==> src/rtl/bcd_serial_addsub.sv <==
// Digit-serial packed-BCD adder/subtractor, one digit per clock, LSD first.
// Subtraction is 10's complement: a + (9-b) + 1 per digit chain.
module bcd_serial_addsub #(
  parameter int DIGITS = 4
) (
  input  logic                  clk,
  input  logic                  rst,
  input  logic                  start,
  input  logic                  sub,
  input  logic                  cin,
  input  logic [4*DIGITS-1:0]   a,
  input  logic [4*DIGITS-1:0]   b,
  output logic [4*DIGITS-1:0]   sum,
  output logic                  cout,
  output logic                  err,
  output logic                  busy,
  output logic                  done
);

  localparam int W  = 4 * DIGITS;
  localparam int IW = (DIGITS > 1) ? $clog2(DIGITS) : 1;
  localparam logic [IW-1:0] LAST = IW'(DIGITS - 1);

  typedef enum logic [1:0] {
    IDLE,
    RUN,
    DONE
  } state_t;

  state_t        state;
  logic [W-1:0]  a_sh;
  logic [W-1:0]  b_sh;
  logic          sub_r;
  logic          carry;
  logic [IW-1:0] idx;

  logic [3:0] da;
  logic [3:0] db;
  logic [3:0] dbp;
  logic [3:0] dig;
  logic [4:0] s;
  logic       c_nxt;
  logic       bad;

  // Single-digit slice: only the low nibble of each shift register is used.
  always_comb begin
    da    = a_sh[3:0];
    db    = b_sh[3:0];
    dbp   = sub_r ? (4'd9 - db) : db;
    s     = {1'b0, da} + {1'b0, dbp} + {4'd0, carry};
    c_nxt = (s > 5'd9);
    dig   = c_nxt ? (s[3:0] + 4'd6) : s[3:0];
  end

  always_comb begin
    bad = 1'b0;
    for (int i = 0; i < DIGITS; i++) begin
      if (a[4*i +: 4] > 4'd9 || b[4*i +: 4] > 4'd9)
        bad = 1'b1;
    end
  end

  always_ff @(posedge clk) begin
    if (rst) begin
      state <= IDLE;
      a_sh  <= '0;
      b_sh  <= '0;
      sub_r <= 1'b0;
      carry <= 1'b0;
      idx   <= '0;
      sum   <= '0;
      cout  <= 1'b0;
      err   <= 1'b0;
      busy  <= 1'b0;
      done  <= 1'b0;
    end else begin
      unique case (state)
        IDLE: begin
          if (start) begin
            a_sh  <= a;
            b_sh  <= b;
            sub_r <= sub;
            carry <= sub | cin;
            idx   <= '0;
            err   <= bad;
            sum   <= '0;
            cout  <= 1'b0;
            busy  <= 1'b1;
            state <= RUN;
          end
        end
        RUN: begin
          sum[4*int'(idx) +: 4] <= dig;
          carry <= c_nxt;
          a_sh  <= a_sh >> 4;
          b_sh  <= b_sh >> 4;
          idx   <= idx + 1'b1;
          if (idx == LAST) begin
            idx   <= '0;
            cout  <= c_nxt;
            done  <= 1'b1;
            state <= DONE;
          end
        end
        DONE: begin
          done  <= 1'b0;
          busy  <= 1'b0;
          state <= IDLE;
        end
        default: state <= IDLE;
      endcase
    end
  end

endmodule

==> config.mk <==
export PLATFORM = sky130hd
export DESIGN_NAME = bcd_serial_addsub
export DESIGN_NICKNAME = d
export VERILOG_FILES = /design/src/rtl/bcd_serial_addsub.sv
export SDC_FILE = /design/constraint.sdc
export NUM_CORES = 1
export LEC_CHECK = 0
export ABC_AREA = 1
export CAP_MARGIN = 20
export CORE_MARGIN = 5
export CORE_UTILIZATION = 45
export DETAILED_ROUTE_END_ITERATION = 6
export DONT_BUFFER_PORTS = 1
export HOLD_SLACK_MARGIN = 0.12
export PLACE_DENSITY = 0.69
export RECOVER_POWER = 25
export SYNTH_ARGS = -nofsm -noshare
export SYNTH_HDL_FRONTEND = slang
export SYNTH_SLANG_ARGS = --single-unit
==> constraint.sdc <==
create_clock -name clk -period 3 [get_ports clk]
set_clock_uncertainty 0.15 [all_clocks]
set_input_delay 0.3 -clock clk [delete_from_list [all_inputs] [get_ports clk]]
set_output_delay 0.3 -clock clk [all_outputs]
set_load 0.01 [all_outputs]
layer_met1.png
Scale bar: 20 µm.
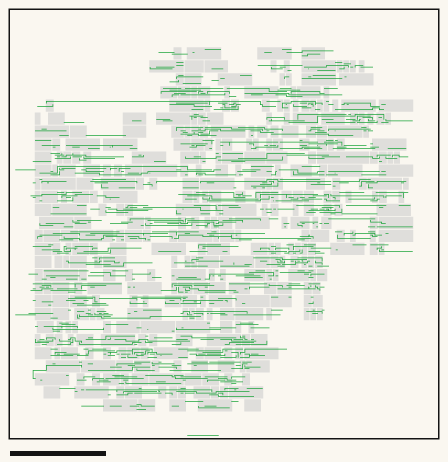
longest straight run: 44.6 µm
wire length on this layer: 2900 µm
nets with wire on the layer: 408
main direction: horizontal

==> results.txt <==
run metrics: status finished clean, Placed Area 2848 µm², 1st-iter DRT viols 121, routability cong. 0.8412, Yosys top cell area share 41.04%, final instance area 3446 µm², most frequent CP cell nand2_1, H-Tree Depth 3, largest net degree at the start of global routing 32, total power 2.076 mW, Synth top cell by count dfxtp_1, Routed Wire Length 6.956 mm, Avg WL per Cell 14.93 µm, die width 89.29 µm, Antenna Diode Count 0, GR peak layer met2, Setup CP Type flip-flop to flip-flop, Async S/R FF share, synth 0%, Rows 28, sinks on the clock net 58, CTS clk-pin slew, worst paths 70 ps, Via density 5.361, DRC viols 0, Sw Ratio 31.42%, clk buf depth 2, vias in the first global route 2580, die area 7972 µm², slowest stage delay, CP 400 ps, Die Span Y 89.29 µm, RSZ-0062 raised after global routing false, Log Warnings 29, Root Driver clkbuf_8, top cells by count dfxtp_1 (58), nand2_1 (48), nand3_1 (36), met3 usage in global routing 6.636%, Setup violations, final 0, worst flop-to-flop path startpoint b_sh[1]$_SDFFE_PP0P_, Core ar. 6026 µm², P_int 1.424 mW, Hold Crit Start b[9], Avg Inst Size Synth 8.083 µm², Combinational Area 1439 µm², Yosys reg bits 58, total gr overflow 0, post-synth cell types 38, Detail Route Antenna Nets 0, Floorplan Utilization 46.95%, Reg area 1161 µm², cts bufs inserted 9, EDFF count, synth 0, Top delay family on crit path adder cells, DR pass1 iterations 4, sw power 652.1 µW, Commonest flop dfxtp_1, CTS tree yes, count of buffer and inverter cells on the critical path 3, Slew @ Worst Pin 832.5 ps, crit path from b_sh[1]$_SDFFE_PP0P_, Mapped Area 2829 µm², cell taking the most area after synthesis dfxtp_1, Pleak 1.342 nW, post-synth net total 398, share of cells above drive strength 1 13.30%, Yosys warning total 0, CP arrival 2820 ps, crit path time final 2704 ps, clk latency late pin 340 ps
layer_met2.png
Scale bar: 20 µm.
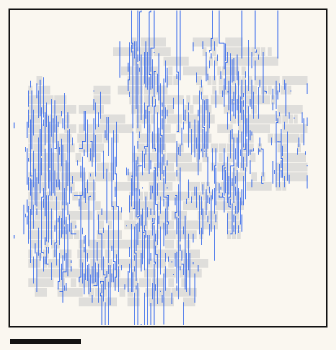
nets with wire on the layer: 363
share of all routed wire: 51%
wire length on this layer: 3520 µm
main direction: vertical
longest straight run: 29.2 µm

-- per-stage QoR --
| step | cells | utilization, % | worst slack (ps) | hold slack [ps] |
|---|---|---|---|---|
| 6_report | 466 | 57.18 | 295.9 | 108.7 |
| 5_1_grt | 466 | 57.18 | 9.257 | 140.6 |
| 2_1_floorplan | 350 | - | 559.1 | 284.7 |
| 3_3_place_gp | 412 | 47.26 | 364.5 | 223.8 |
| 4_1_cts | 465 | 56.94 | 289.5 | 123.4 |
| 3_5_place_dp | 412 | 47.26 | 315.5 | 226.1 |
-- area by class of cell --
| type | count | share of cell area (%) |
|---|---|---|
| clock buffer | 11 | 4.394 |
| clock inverter | 5 | 1.779 |
| inverter | 35 | 3.813 |
| multi-input combinational | 241 | 41.76 |
| sequential | 58 | 33.70 |
| tap | 75 | 2.723 |
| timing repair buffer | 41 | 11.84 |
-- power groups by stage --
stage,Clock (mW),Combinational (mW),Sequential (mW)
3_5_place_dp,0,0.405,0.872
4_1_cts,0.780,0.453,0.854
5_1_grt,0.826,0.517,0.861
2_1_floorplan,0,0.353,0.860
3_3_place_gp,0,0.394,0.870
6_report,0.763,0.458,0.855
-- per-layer routing --
metal	vias up	wire length (µm)
met3	10	409
met4	0	131
met1	1165	2896
met2	65	3518
met5	-	0
li1	1258	-
-- path summary, 6_finish.rpt --
path              slack (ps)               endpoint  depth (start not counted)
hold reg to reg          310  a_sh[15]$_SDFFE_PP0P_                          2
setup / recovery         300   sum[14]$_SDFFE_PP0P_                         18
setup reg to reg         300   sum[14]$_SDFFE_PP0P_                         18
hold / removal           110       err$_SDFFE_PP0P_                          2
-- cell usage in the layout (no fill, tap or decap), types with 3 or more instances in the layout --
cell type,netlist,layout
dfxtp_1,58,58
nand2_1,48,48
dlygate4sd3_1,0,37
nand3_1,36,36
a21oi_1,27,27
inv_1,24,24
nor2_1,23,23
o21ai_1,22,22
mux2i_1,19,19
o21ai_0,15,15
clkbuf_8,0,11
inv_2,10,10
ha_1,9,9
nand2_2,7,7
nand4_1,5,5
nand2_4,3,3
nor2_2,3,3
o32ai_1,3,3
clkinvlp_4,0,3
buf_4,5,3
-- registers in the layout, summed over array words and instances, names as in the netlist, 2 cells and up --
name,cells
sum,16
idx,2
state,2
b_sh,16
a_sh,16
-- kinds of logic after synthesis --
| kind of cell | synth area share [%] |
|---|---|
| AND/OR/NAND/NOR | 22.87 |
| flip-flops | 41.04 |
| AND-OR/OR-AND | 15.26 |
| XOR/XNOR | 0.6193 |
| multiplexers | 6.723 |
| buffers and inverters | 8.094 |
| adder cells (fa/ha/maj) | 5.396 |
-- repair_timing --
action / in CTS / in global routing
setup endpoints to repair: 0 / 0
hold buffers: 37 / 0
hold endpoints to repair: 55 / 0
buffers inserted: 0 / 0
Power and IR drop assume default switching activity.
